### Congestion heat map, run 1

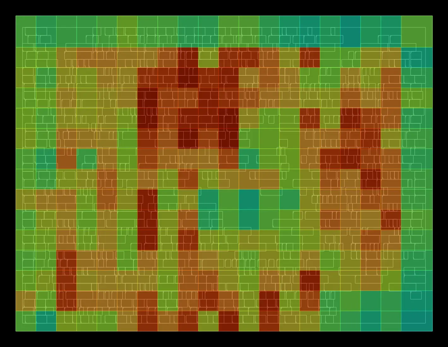
### Power grid, run 1

The bar under the picture is 50 µm long. Pins as bars on the die edge. Tap cells in grey.
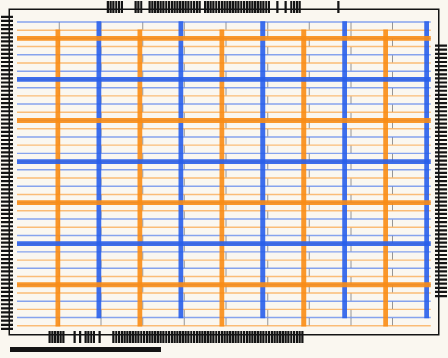
### M4 wires, run 1

Cells faint in the background.
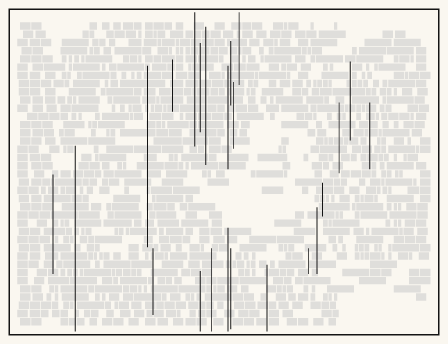
### Layout detail, run 1

Window x 94 to 119, y 14 to 39 µm. Cells in grey, sequential cells in the stronger grey; small squares are vias.
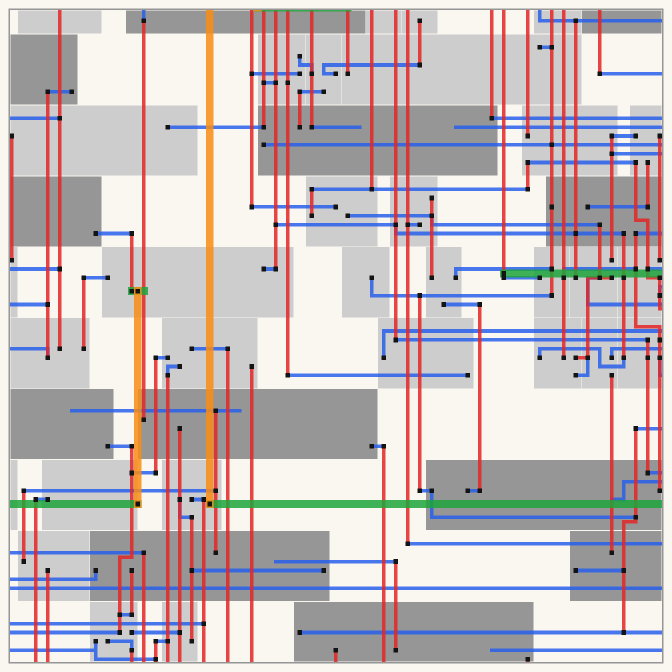
## src/rtl/frost32_mem_arbiter.sv

```systemverilog
// Round-robin arbiter folding NUM_CH requesters onto one Frost32 memory port, with alignment
// checks, byte enables and lane steering. Define FROST32_MEM_ARB_TIMEOUT_EN for the wait watchdog.
module frost32_mem_arbiter #(
  parameter int unsigned NUM_CH         = 2,
  parameter int unsigned ADDR_WIDTH     = 32,
  parameter int unsigned TIMEOUT_CYCLES = 255
) (
  input  logic                         clk,
  input  logic                         rst_n,
  input  logic [NUM_CH-1:0]            ch_req,
  input  logic [NUM_CH*ADDR_WIDTH-1:0] ch_addr,
  input  logic [NUM_CH*32-1:0]         ch_wdata,
  input  logic [NUM_CH-1:0]            ch_access_type,
  input  logic [NUM_CH*2-1:0]          ch_access_size,
  output logic [NUM_CH-1:0]            ch_done,
  output logic [NUM_CH-1:0]            ch_err,
  output logic [31:0]                  ch_rdata,
  output logic                         mem_req,
  output logic [ADDR_WIDTH-1:0]        mem_addr,
  output logic                         mem_access_type,
  output logic [1:0]                   mem_access_size,
  output logic [3:0]                   mem_byte_en,
  output logic [31:0]                  mem_wdata,
  input  logic [31:0]                  mem_rdata,
  input  logic                         mem_wait,
  output logic                         busy
);

  localparam int unsigned ChW = (NUM_CH > 1) ? $clog2(NUM_CH) : 1;

  localparam logic [1:0] Dias32 = 2'd0;
  localparam logic [1:0] Dias16 = 2'd1;
  localparam logic [1:0] Dias8  = 2'd2;

  typedef enum logic [1:0] {StIdle, StAccess, StRespErr} state_e;

  state_e                  state_q, state_d;
  // Pointer doubles as the current winner once a grant is made.
  logic [ChW-1:0]          ptr_q, ptr_d;
  logic [ADDR_WIDTH-1:0]   addr_q, addr_d;
  logic [31:0]             wdata_q, wdata_d;
  logic                    type_q, type_d;
  logic [1:0]              size_q, size_d;
  logic [31:0]             rdata_q, rdata_d;
  logic [NUM_CH-1:0]       done_q, done_d;
  logic [NUM_CH-1:0]       err_q, err_d;

  logic [NUM_CH-1:0]       req_masked;
  logic                    grant_vld;
  logic [ChW-1:0]          grant_idx;
  logic [ChW-1:0]          cand;
  int unsigned             idx;
  logic [ADDR_WIDTH-1:0]   sel_addr;
  logic [31:0]             sel_wdata;
  logic                    sel_type;
  logic [1:0]              sel_size;
  logic                    sel_legal;
  logic [31:0]             rd_lane;
  logic                    tmo_hit;

  // Search upward from ptr+1; the last winner is considered last.
  always_comb begin
    req_masked = ch_req & ~(done_q | err_q);
    grant_vld  = 1'b0;
    grant_idx  = ptr_q;
    idx        = 0;
    cand       = '0;
    for (int unsigned off = 1; off <= NUM_CH; off++) begin
      idx  = (32'(ptr_q) + off) % NUM_CH;
      cand = ChW'(idx);
      if (!grant_vld && req_masked[cand]) begin
        grant_vld = 1'b1;
        grant_idx = cand;
      end
    end
  end

  always_comb begin
    sel_addr  = ch_addr[grant_idx*ADDR_WIDTH +: ADDR_WIDTH];
    sel_wdata = ch_wdata[grant_idx*32 +: 32];
    sel_type  = ch_access_type[grant_idx];
    sel_size  = ch_access_size[grant_idx*2 +: 2];
    case (sel_size)
      Dias32:  sel_legal = (sel_addr[1:0] == 2'b00);
      Dias16:  sel_legal = !sel_addr[0];
      Dias8:   sel_legal = 1'b1;
      default: sel_legal = 1'b0;
    endcase
  end

  always_comb begin
    case (size_q)
      Dias8:   rd_lane = (mem_rdata >> {addr_q[1:0], 3'b000}) & 32'h0000_00ff;
      Dias16:  rd_lane = (mem_rdata >> {addr_q[1:0], 3'b000}) & 32'h0000_ffff;
      default: rd_lane = mem_rdata;
    endcase
  end

`ifdef FROST32_MEM_ARB_TIMEOUT_EN
  localparam int unsigned CntRaw = $clog2(TIMEOUT_CYCLES + 1);
  localparam int unsigned CntW   = (CntRaw < 8) ? 8 : ((CntRaw > 16) ? 16 : CntRaw);

  logic [CntW-1:0] tmo_q, tmo_d;

  // Held at zero outside ACCESS so every access starts from a clean count.
  always_comb begin
    tmo_d = tmo_q;
    if (state_q != StAccess) begin
      tmo_d = '0;
    end else if (mem_wait) begin
      tmo_d = tmo_q + 1'b1;
    end
  end

  assign tmo_hit = mem_wait && (tmo_q == CntW'(TIMEOUT_CYCLES - 1));

  always_ff @(posedge clk or negedge rst_n) begin
    if (!rst_n) begin
      tmo_q <= '0;
    end else begin
      tmo_q <= tmo_d;
    end
  end
`else
  assign tmo_hit = 1'b0;
`endif

  always_ff @(posedge clk or negedge rst_n) begin
    if (!rst_n) begin
      state_q <= StIdle;
      ptr_q   <= ChW'(NUM_CH - 1);
      addr_q  <= '0;
      wdata_q <= '0;
      type_q  <= 1'b0;
      size_q  <= 2'b00;
      rdata_q <= '0;
      done_q  <= '0;
      err_q   <= '0;
    end else begin
      state_q <= state_d;
      ptr_q   <= ptr_d;
      addr_q  <= addr_d;
      wdata_q <= wdata_d;
      type_q  <= type_d;
      size_q  <= size_d;
      rdata_q <= rdata_d;
      done_q  <= done_d;
      err_q   <= err_d;
    end
  end

  always_comb begin
    state_d = state_q;
    ptr_d   = ptr_q;
    addr_d  = addr_q;
    wdata_d = wdata_q;
    type_d  = type_q;
    size_d  = size_q;
    rdata_d = rdata_q;
    done_d  = '0;
    err_d   = '0;
    unique case (state_q)
      StIdle: begin
        if (grant_vld) begin
          ptr_d   = grant_idx;
          addr_d  = sel_addr;
          wdata_d = sel_wdata;
          type_d  = sel_type;
          size_d  = sel_size;
          state_d = sel_legal ? StAccess : StRespErr;
        end
      end
      StAccess: begin
        if (!mem_wait) begin
          done_d[ptr_q] = 1'b1;
          if (!type_q) begin
            rdata_d = rd_lane;
          end
          state_d = StIdle;
        end else if (tmo_hit) begin
          err_d[ptr_q] = 1'b1;
          state_d      = StIdle;
        end
      end
      StRespErr: begin
        err_d[ptr_q] = 1'b1;
        state_d      = StIdle;
      end
      default: state_d = StIdle;
    endcase
  end

  // Memory-side fields are zeroed whenever no access is in flight.
  always_comb begin
    mem_req         = (state_q == StAccess);
    busy            = (state_q != StIdle);
    mem_addr        = '0;
    mem_access_type = 1'b0;
    mem_access_size = 2'b00;
    mem_byte_en     = 4'b0000;
    mem_wdata       = '0;
    if (mem_req) begin
      mem_addr        = {addr_q[ADDR_WIDTH-1:2], 2'b00};
      mem_access_type = type_q;
      mem_access_size = size_q;
      case (size_q)
        Dias16: begin
          mem_byte_en = 4'b0011 << addr_q[1:0];
          mem_wdata   = {2{wdata_q[15:0]}};
        end
        Dias8: begin
          mem_byte_en = 4'b0001 << addr_q[1:0];
          mem_wdata   = {4{wdata_q[7:0]}};
        end
        default: begin
          mem_byte_en = 4'b1111;
          mem_wdata   = wdata_q;
        end
      endcase
    end
    ch_done  = done_q;
    ch_err   = err_q;
    ch_rdata = rdata_q;
  end

endmodule
```

## config.mk

```make
export PLATFORM = sky130hd
export DESIGN_NAME = frost32_mem_arbiter
export DESIGN_NICKNAME = d
export VERILOG_FILES = /design/src/rtl/frost32_mem_arbiter.sv
export SDC_FILE = /design/constraint.sdc
export NUM_CORES = 1
export LEC_CHECK = 0
export CAP_MARGIN = 20
export CORE_ASPECT_RATIO = 0.75
export CORE_MARGIN = 2
export CORE_UTILIZATION = 42
export CTS_CLUSTER_DIAMETER = 100
export CTS_CLUSTER_SIZE = 24
export DETAILED_ROUTE_END_ITERATION = 8
export HOLD_SLACK_MARGIN = 0.05
export PLACE_DENSITY = 0.94
export SLEW_MARGIN = 20
export SYNTH_ARGS = -nofsm -noshare
export SYNTH_HDL_FRONTEND = slang
export SYNTH_SLANG_ARGS = --single-unit
```

## constraint.sdc

```tcl
create_clock -name clk -period 2.1 [get_ports clk]
set_input_delay 0.42 -clock clk [delete_from_list [all_inputs] [get_ports clk]]
set_output_delay 0.42 -clock clk [all_outputs]
set_load 0.03 [all_outputs]
```

==> flow_summary_export.csv, run 1 <==
group,metric,value,unit
flow_run,max_cap_viol_count,0,
worst_setup_path,crit_buf_inv,3,
worst_setup_path,rr_startpoint,"size_q[0]$_DFFE_PN0P_",
worst_setup_path,start_kind,"flop",
global_route,grt_max_degree,73,
cts,cts_buffers,9,
worst_setup_path,r2r_slack,0.17,ns
worst_setup_path,crit_family,"buffers and inverters",
sta,grt_setup_unrepaired,"yes",
cts,root_buffer,"clkbuf_16",
placement,io_buffers,277,
cts,post_cts_resized,85,
layout,buf_share,34.91,%
layout,lay_top_count,"clkdlybuf4s50_1",
synth,seq_area_frac_synth,44.39,%
sta,holdWs,0.04022,ns
sta,timing.setup.tns,-5.724,ns
layout,clockNetworkAreaShare,2.995,%
layout,comb_cells,492,
layout,comb_area,0.003299,mm²
synth,netlist_area,0.005978,mm²
layout,regArea,0.002655,mm²
global_route,grt-ovfl-total,0,
flow_run,warning_count,30,
drt,routed_via_density,5.284,
sta,setup_ws,-0.3038,ns
synth,edf_count,0,
cts,tritoncts,"yes",
pwr,comb_power_share,66.6,%
layout,layout.nets,1140,
global_route,grt_pass1_vias,6049,
status,violations,"negative setup slack",
layout,flop-count,106,
drt,wl_met2,10660,µm
synth,synth_cell_types,41,
sta,skew,0.006126,ns
pwr,cellInternalPower,9.055,mW
floorplanning,pin_count,280,
synth,avgSynthCellArea,8.923,µm²
synth,most_common_cell,"nand2_1",
cts,clkSinkCount,106,
worst_setup_path,required,1.68,ns
cts,clockBufferDepth,2,
placement,gp_congestion,0.8725,
layout,areaGrowthSynthToFinish,67.71,%
drt,dr.pass1.iters,5,
pwr,p_comb,11.2,mW
status,status,"finished with violations",
worst_setup_path,timing.rr.end,"ch_rdata[14]$_DFFE_PN0P_",
worst_hold_path,hold_path.class,"input port to async pin",
placement,dp_cells,1104,
sta,hold_viol_final,0,
drt,drt-initial-drc-count,351,
sta,finalCriticalPeriod,2.404,ns
worst_setup_path,crit_start,"size_q[0]$_DFFE_PN0P_",
synth,aoi_share,15.99,%
worst_setup_path,crit_end,"mem_wdata[14]",
sta,setup_viol,28,
layout,fin_area,0.01003,mm²
sta,drv_slew,0,
floorplanning,die_area,0.01521,mm²
pwr,total_power,16.78,mW
sta,fmax,416.0,MHz
Notes on 'Congestion heat map' above:
met3 Resource Use GR: 5.961%
drt wl/cell: 18.35 µm
met2 GRT Util: 46.78%
M1 GR Usage: 34.32%

Notes on 'Power grid' above:
| colour | net |
|---|---|
| orange | VSS |
| blue | VDD |
met5 straps: 7
met4 straps: 10

Notes on 'M4 wires' above:
wire length on this layer: 653 µm
main direction: vertical
nets with wire on the layer: 23
longest straight run: 61.2 µm
share of all routed wire: 3.1%

Notes on 'Layout detail' above:
| colour | layer |
|---|---|
| orange | met4 |
| blue | met1 |
| red | met2 |
| green | met3 |
netlist names of flops here include: `addr_q` (3), `ch_rdata` (2)
most frequent: nand3_1 (6), nand2_1 (6), dfrtp_1 (5)
sequential cells in the window: 5
cells with their middle in the window: 30

==> run 2: changes to the inputs <==
Settings changed: RECOVER_POWER from default to 50.
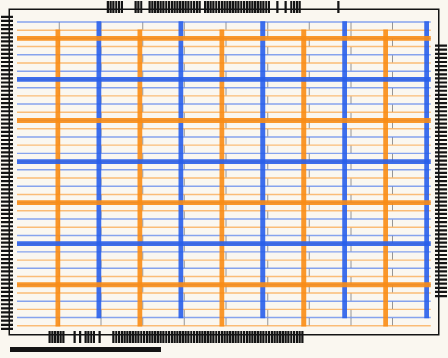
*Power grid, run 2*
The bar under the picture is 50 µm long. Pins as bars on the die edge. Tap cells in grey.
| colour | net |
|---|---|
| orange | VSS |
| blue | VDD |
tap cells: 175
rows: 37
signal pins: 280
met5 straps: 7

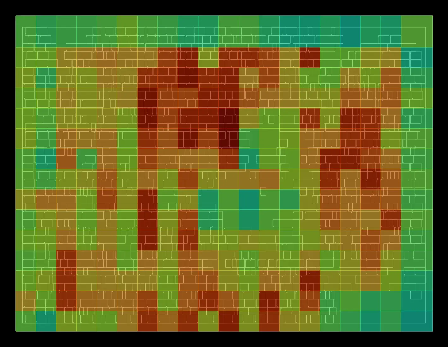
*Congestion heat map, run 2*
gr usage total: 27.21%
busiest grt layer: met2
fin util: 71.92%

==> flow_summary_export.csv, run 2 <==
group,metric,value,unit
worst_setup_path,start_kind,"flop",
global_route,met2_usage,46.78,%
synth,synthTopCellsByCount,"119 x nand2_1, 105 x dfrtp_1, 76 x mux2i_1, 73 x o21ai_0, 39 x and2_1",
pwr,cellInternalPower,8.923,mW
pwr,comb_power_share,66.4,%
drt,drc_errors,0,
layout,diodes,0,
pwr,p_comb,11.0,mW
placement,dp_cells,1104,
cts,root_buffer,"clkbuf_16",
synth,avgSynthCellArea,8.923,µm²
layout,buffers,344,
cts,cts_buffers,9,
global_route,grt_pass1_vias,6049,
sta,grt_setup_unrepaired,"yes",
cts,post_cts_resized,85,
layout,comb_cells,492,
synth,synth_cell_types,41,
worst_setup_path,rr_startpoint,"ptr_q$_DFFE_PN1P_",
layout,lay_top_count,"clkdlybuf4s50_1",
synth,netlist_area,0.005978,mm²
global_route,grt_max_degree,73,
cts,cts_hold_buf,0,
layout,flop-count,106,
worst_setup_path,critPathCaptureType,"output port",
drt,dr.pass1.iters,4,
layout,clockNetworkAreaShare,3.026,%
floorplanning,die_w,141.8,µm
worst_setup_path,crit_family,"buffers and inverters",
synth,yosys-stat-cells,670,
worst_setup_path,crit_start,"size_q[0]$_DFFE_PN0P_",
pwr,p_clk_share,10.4,%
placement,io_buffers,277,
status,violations,"negative setup slack",
sta,hold_viol_final,0,
sta,holdWs,0.1864,ns
synth,aoi_share,15.99,%
global_route,grt-ovfl-total,0,
cts,clockBufferDepth,2,
pwr,total_power,16.61,mW
worst_setup_path,required,1.68,ns
floorplanning,pin_count,280,
synth,yosys-top-cells-area,"dfrtp_1 44%, mux2i_1 13%, nand2_1 7.5%",
drt,wl_met2,10570,µm
layout,comb_area,0.003281,mm²
synth,edf_count,0,
floorplanning,fp_util,43.33,%
worst_setup_path,timing.rr.end,"wdata_q[9]$_DFFE_PN0P_",
sta,setup_viol,52,
sta,finalCriticalPeriod,2.404,ns
layout,fin_area,0.009922,mm²
cts,htree_num_levels,3,
drt,wl_per_cell,18.35,µm
synth,synth_top_area_share,43.95,%
worst_setup_path,reg2reg_depth,6,
pwr,vdd_drop_max,728.5,µV
floorplanning,core,0.01380,mm²
pwr,power.leakage,4.434,nW
worst_setup_path,r2r_slack,-0.12,ns
floorplanning,chipHeight,107.3,µm
drt,drt-initial-drc-count,384,
layout,regArea,0.002655,mm²
layout,buf_share,34.41,%
worst_setup_path,crit_buf_inv,3,
sta,skew,0.005354,ns
global_route,grtUsageMet3,5.961,%
sta,drv_slew,0,
sta,timing.setup.tns,-6.767,ns
sta,setup_ws,-0.3037,ns
layout,comb_share,33.06,%
layout,areaGrowthSynthToFinish,65.97,%
flow_run,max_cap_viol_count,0,
drt,routed_via_density,5.322,
synth,most_common_cell,"nand2_1",
synth,seq_area_frac_synth,44.39,%
layout,layout.nets,1140,
placement,gp_congestion,0.8725,
pwr,pwr-share-seq,23.2,%
flow_run,warning_count,30,
floorplanning,die_area,0.01521,mm²
cts,clkSinkCount,106,
global_route,use_met1,34.32,%
worst_hold_path,hold_path.class,"input port to async pin",
drt,vias,6104,
status,status,"finished with violations",
sta,fmax,416.0,MHz
worst_setup_path,crit_end,"mem_wdata[14]",
cts,tritoncts,"yes",
Power and IR drop assume default switching activity.
